## src/rtl/qei_encoder_gen.sv

```systemverilog
// Quadrature encoder emulator: turns signed move commands (edge count + edge period)
// into registered A/B quadrature, a once-per-revolution index and a position count.
module qei_encoder_gen #(
    parameter int CPR     = 4000,
    parameter int PER_W   = 16,
    parameter int DELTA_W = 16,
    parameter int POS_W   = 32
) (
    input  logic               sys_clk,
    input  logic               sys_rst,
    input  logic               cmd_valid,
    output logic               cmd_ready,
    input  logic [DELTA_W-1:0] cmd_delta,
    input  logic [PER_W-1:0]   cmd_period,
    input  logic               abort,
    output logic               qei_a,
    output logic               qei_b,
    output logic               qei_i,
    output logic [POS_W-1:0]   position,
    output logic               busy,
    output logic               done
);

    localparam int ANG_W = (CPR > 2) ? $clog2(CPR) : 1;
    localparam logic [ANG_W-1:0] ANG_MAX = ANG_W'(CPR - 1);

    typedef enum logic {IDLE, RUN} state_t;

    state_t             state_q, state_d;
    logic [ANG_W-1:0]   ang_q, ang_d;
    logic [POS_W-1:0]   pos_q, pos_d;
    logic [PER_W-1:0]   timer_q, timer_d;
    logic [PER_W-1:0]   per_q, per_d;
    logic [DELTA_W:0]   rem_q, rem_d;
    logic               dir_q, dir_d;
    logic               done_q, done_d;
    logic               qei_a_q, qei_a_d;
    logic               qei_b_q, qei_b_d;
    logic               qei_i_q, qei_i_d;

    logic [DELTA_W:0]   delta_ext;
    logic [DELTA_W:0]   delta_mag;
    logic [PER_W-1:0]   per_sel;

    // One extra bit so the magnitude of the most negative command is representable.
    assign delta_ext = {cmd_delta[DELTA_W-1], cmd_delta};
    assign delta_mag = cmd_delta[DELTA_W-1] ? (~delta_ext + 1'b1) : delta_ext;
    assign per_sel   = (cmd_period == '0) ? PER_W'(1) : cmd_period;

    // NOTE: every signal written here gets a default first, so no path leaves one unassigned (no latch).
    always_comb begin
        state_d   = state_q;
        ang_d     = ang_q;
        pos_d     = pos_q;
        timer_d   = timer_q;
        per_d     = per_q;
        rem_d     = rem_q;
        dir_d     = dir_q;
        done_d    = 1'b0;
        cmd_ready = 1'b0;

        case (state_q)
            IDLE: begin
                cmd_ready = !abort;
                if (cmd_valid && !abort) begin
                    if (cmd_delta == '0) begin
                        done_d = 1'b1;
                    end else begin
                        dir_d   = cmd_delta[DELTA_W-1];
                        rem_d   = delta_mag;
                        per_d   = per_sel;
                        timer_d = per_sel - 1'b1;
                        state_d = RUN;
                    end
                end
            end
            RUN: begin
                if (abort) begin
                    state_d = IDLE;
                    rem_d   = '0;
                    timer_d = '0;
                end else if (timer_q != '0) begin
                    timer_d = timer_q - 1'b1;
                end else begin
                    if (dir_q) begin
                        ang_d = (ang_q == '0) ? ANG_MAX : ang_q - 1'b1;
                        pos_d = pos_q - 1'b1;
                    end else begin
                        ang_d = (ang_q == ANG_MAX) ? '0 : ang_q + 1'b1;
                        pos_d = pos_q + 1'b1;
                    end
                    rem_d   = rem_q - 1'b1;
                    timer_d = per_q - 1'b1;
                    if (rem_q == {{DELTA_W{1'b0}}, 1'b1}) begin
                        done_d  = 1'b1;
                        timer_d = '0;
                        state_d = IDLE;
                    end
                end
            end
            default: state_d = IDLE;
        endcase
    end

    // Outputs decode the next angle so an edge is visible in the same cycle the angle steps.
    always_comb begin
        qei_a_d = ang_d[0] ^ ang_d[ANG_W-1 > 0 ? 1 : 0];
        qei_b_d = ang_d[ANG_W-1 > 0 ? 1 : 0];
        qei_i_d = (ang_d == '0);
    end

    // NOTE: sequential state uses non-blocking assignments only; every flop has a reset value.
    always_ff @(posedge sys_clk or posedge sys_rst) begin
        if (sys_rst) begin
            state_q <= IDLE;
            ang_q   <= '0;
            pos_q   <= '0;
            timer_q <= '0;
            per_q   <= '0;
            rem_q   <= '0;
            dir_q   <= 1'b0;
            done_q  <= 1'b0;
            qei_a_q <= 1'b0;
            qei_b_q <= 1'b0;
            qei_i_q <= 1'b1;
        end else begin
            state_q <= state_d;
            ang_q   <= ang_d;
            pos_q   <= pos_d;
            timer_q <= timer_d;
            per_q   <= per_d;
            rem_q   <= rem_d;
            dir_q   <= dir_d;
            done_q  <= done_d;
            qei_a_q <= qei_a_d;
            qei_b_q <= qei_b_d;
            qei_i_q <= qei_i_d;
        end
    end

    assign qei_a    = qei_a_q;
    assign qei_b    = qei_b_q;
    assign qei_i    = qei_i_q;
    assign position = pos_q;
    assign done     = done_q;
    assign busy     = (state_q == RUN);

endmodule
```

## config.mk

```make
export PLATFORM = sky130hd
export DESIGN_NAME = qei_encoder_gen
export DESIGN_NICKNAME = d
export VERILOG_FILES = /design/src/rtl/qei_encoder_gen.sv
export SDC_FILE = /design/constraint.sdc
export NUM_CORES = 1
export LEC_CHECK = 0
export ABC_AREA = 1
export ABC_CLOCK_PERIOD_IN_PS = 3100
export CAP_MARGIN = 25
export CORE_AREA = 8 8 137 139
export CTS_CLUSTER_SIZE = 28
export DETAILED_ROUTE_END_ITERATION = 12
export DIE_AREA = 0 0 145 147
export GPL_TIMING_DRIVEN = 0
export MAX_ROUTING_LAYER = met4
export PLACE_DENSITY_LB_ADDON = 0.3
export SKIP_CTS_REPAIR_TIMING = 1
export SLEW_MARGIN = 20
export SYNTH_ARGS = -nofsm -noshare
export SYNTH_HDL_FRONTEND = slang
export SYNTH_SLANG_ARGS = --single-unit
```

## constraint.sdc

```tcl
create_clock -name sys_clk -period 3.1 [get_ports sys_clk]
set_input_delay 0.62 -clock sys_clk [delete_from_list [all_inputs] [get_ports sys_clk]]
set_output_delay 0.62 -clock sys_clk [all_outputs]
set_load 0.03 [all_outputs]
```

==> results_slide.txt, run 1 <==
Implementation Results

Worst hold path
  • Hold-critical path depth: 2
  • Worst Hold End: position[20]

Final layout
  • NonClk Buf Share: 9.67%
  • Layout area overhead: 15.9%
  • Fillers: 1581
  • Flop count: 98

Worst setup path
  • Setup crit end: position[28]
  • Crit path depth: 10
  • Reg2Reg Depth: 10
  • WP buf/inv: 1
  • Max FO, Critical Path: 19

Outcome
  • Outcome: completed

Synth
  • Post-synth seq share: 27.9%
  • Syn Inst Count: 1393
  • Fa+ha+maj area frac: 6.06%
  • Cell taking the most area after synthesis: dfrtp_1
  • Chip Area, Yosys: 8800 um2
  • Leading register cell type out of synthesis: dfrtp_1
  • Cells in synth_stat.txt: 1393
  • Syn_area_per_cell: 6.32 um2
  • Synth Area in Simple Gates: 39.5%
  • Syn nets: 1471
  • Synth cell types: 55

Clocking
  • CTS max path bufs: 2
  • Num CTS Buffers: 9

Placed design
  • Pre-CTS setup slack: -0.249 ns
  • Post-DP HPWL: 19700 um
  • Placed Cells: 1693

Routing
  • Final ANT Viol Nets: 0
  • Met2 routed wirelength: 11500 um
  • DRT Pass-1 Iters: 8

Final timing
  • Tmin final: 2.81 ns
  • Setup_tns: 0 ns
  • PnR worst setup slack: 0.293 ns

Power
  • Power density over cell area: 570 nW/um2
  • Power share of the combinational group: 48.9%
  • VDD IR max: 0.385 mV
  • Sw power: 2.68 mW

Floorplanning
  • CORE AREA: 16800 um2
run_1/congestion_map.png
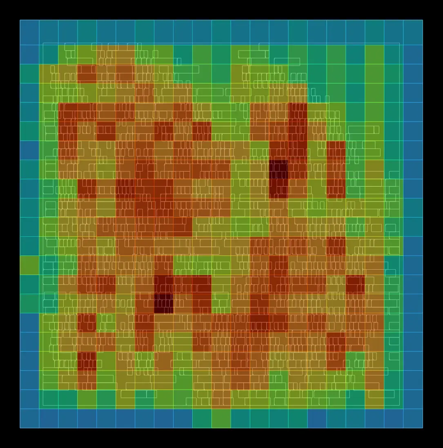
met2 usage in global routing: 38.4%
GRT busiest layer: met2
routed len/inst: 14.6 um
GR Util All Layers: 24.0%

run_1/clock_wires.png
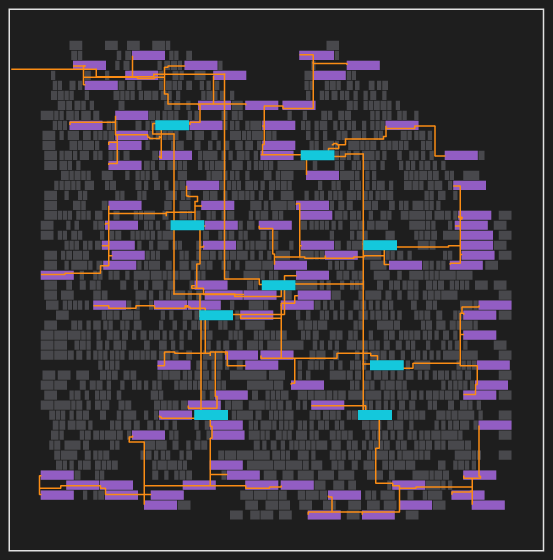
[cyan] clock-net drivers | count: 9
[orange] clock wires | length: 1470 um
[purple] flip-flops | count: 98
routed clock nets	10
Clock power frac: 19.1%
Clock Skew: 0.00653 ns
Late-Pin Clk Latency: 0.36 ns

run_1/ff_map.png
Other sequential cells in the stronger gray, the rest of the logic in the fainter gray.
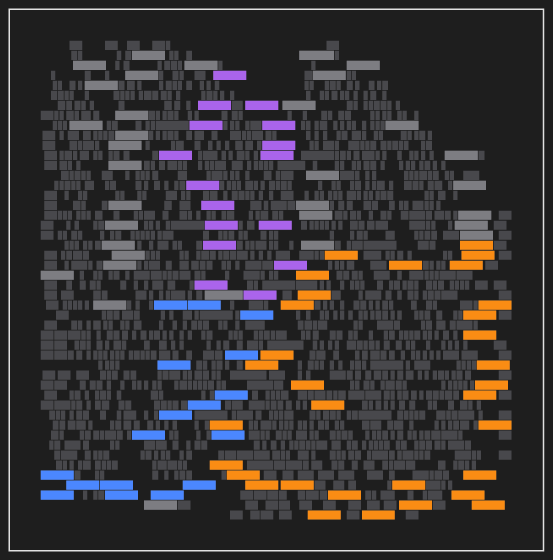
color	netlist name	placed flops
blue	`rem_q`	17
purple	`timer_q`	16
orange	`position`	32
not colored	33
P_seq: 1.86 mW
sequential share of cell area: 24.1%
fin util: 60.8%
Flop area: 2460 um2

## Run 2: what changed since run 1
--- a/config.mk
+++ b/config.mk
@@ -7,7 +7,6 @@
 export LEC_CHECK = 0
 export ABC_AREA = 1
 export ABC_CLOCK_PERIOD_IN_PS = 3100
-export CAP_MARGIN = 25
 export CORE_AREA = 8 8 137 139
 export CTS_CLUSTER_SIZE = 28
 export DETAILED_ROUTE_END_ITERATION = 12
@@ -20,3 +19,4 @@
 export SYNTH_ARGS = -nofsm -noshare
 export SYNTH_HDL_FRONTEND = slang
 export SYNTH_SLANG_ARGS = --single-unit
+export TNS_END_PERCENT = 5
run_2/ff_map.png
Other sequential cells in the stronger gray, the rest of the logic in the fainter gray.
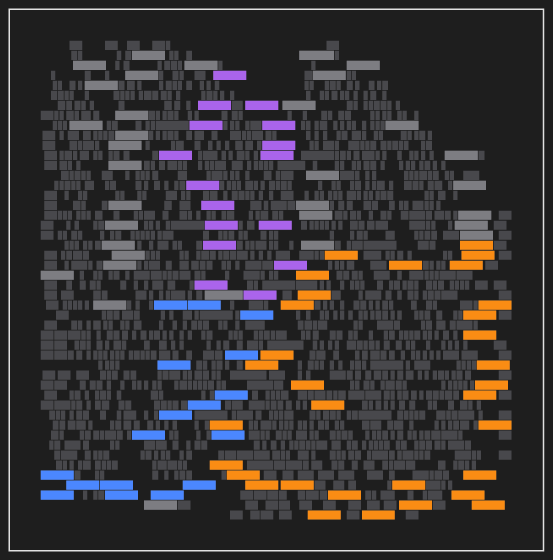
color	netlist name	placed flops
purple	`timer_q`	16
blue	`rem_q`	17
orange	`position`	32
not colored	33

run_2/congestion_map.png
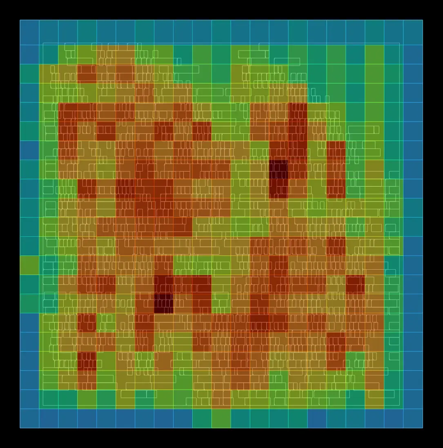
GR Util met3: 2.65%
met1 Use GR: 31.4%

==> results_slide.txt, run 2 <==
Implementation Results

Outcome
  • Outcome: completed (unchanged)

Synth
  • Synth cell types: 55 (unchanged)
  • Cell taking the most area after synthesis: dfrtp_1 (unchanged)
  • Fa+ha+maj area frac: 6.06% (unchanged)
  • Post-synth seq share: 27.9% (unchanged)
  • Syn Inst Count: 1393 (unchanged)
  • Synthesis Warnings: 0 (unchanged)
  • Cells in synth_stat.txt: 1393 (unchanged)
  • Synth Area in Simple Gates: 39.5% (unchanged)
  • Leading register cell type out of synthesis: dfrtp_1 (unchanged)
  • Syn_area_per_cell: 6.32 um2 (unchanged)
  • AO/OA Area Share: 13.8% (unchanged)
  • Syn nets: 1471 (unchanged)
  • Chip Area, Yosys: 8800 um2 (unchanged)

Routing
  • Final ANT Viol Nets: 0 (unchanged)
  • Routed len/inst: 14.6 um (unchanged)
  • Vias per inst: 5.44 (unchanged)
  • Met2 routed wirelength: 11500 um (unchanged)
  • Max layer used: met4 (unchanged)
  • DRT Pass-1 Iters: 8 (unchanged)
  • Met3 WL: 1330 um (unchanged)

Worst setup path
  • Setup crit end: position[28] (unchanged)
  • Reg2Reg Depth: 10 (unchanged)
  • WP buf/inv: 1 (unchanged)
  • Max FO, Critical Path: 19 (unchanged)
  • Crit path depth: 10 (unchanged)

Placed design
  • Placed Cells: 1693 (unchanged)
  • Dpl cell area: 9880 um2 (unchanged)
  • Post-DP HPWL: 19700 um (unchanged)
  • Pre-CTS setup slack: -0.249 ns (unchanged)

Final layout
  • CLK BUF: 11 (unchanged)
  • Flop area: 2460 um2 (unchanged)
  • Layout area overhead: 15.9% (unchanged)
  • Max-area cell class: combinational gates (unchanged)
  • Flop count: 98 (unchanged)
  • Fin util: 60.8% (unchanged)
  • Finished Cell Area: 10200 um2 (unchanged)
  • Comb gates: 1103 (unchanged)
  • Sequential share of cell area: 24.1% (unchanged)
  • Fillers: 1581 (unchanged)

Floorplanning
  • CORE AREA: 16800 um2 (unchanged)

Final timing
  • Setup_tns: 0 ns (unchanged)
  • PnR worst setup slack: 0.293 ns (unchanged)
  • Actual slew at the worst max-slew pin: 0.634 ns (unchanged)
  • Clock Skew: 0.00653 ns (unchanged)
  • Tmin final: 2.81 ns (unchanged)
  • Final setup vio count: 0 (unchanged)

Power
  • Top pwr grp: combinational logic (unchanged)
  • Power share of the combinational group: 48.9% (about the same)
  • P_seq: 1.86 mW (about the same)
  • Sw power: 2.68 mW (unchanged)
  • Power density over cell area: 570 nW/um2 (unchanged)
  • VDD IR max: 0.385 mV (unchanged)
  • Clock power frac: 19.1% (about the same)

Clocking
  • Late-Pin Clk Latency: 0.36 ns (about the same)
  • Num CTS Buffers: 9 (unchanged)
  • CTS max path bufs: 2 (unchanged)
  • CTS tree: built (unchanged)

Worst hold path
  • Worst Hold End: position[20] (unchanged)
  • Hold-critical path depth: 2 (unchanged)

Global routing
  • GRT busiest layer: met2 (unchanged)
  • Met2 usage in global routing: 38.4% (unchanged)
  • GR Util All Layers: 24.0% (unchanged)
Power and IR drop assume default switching activity.
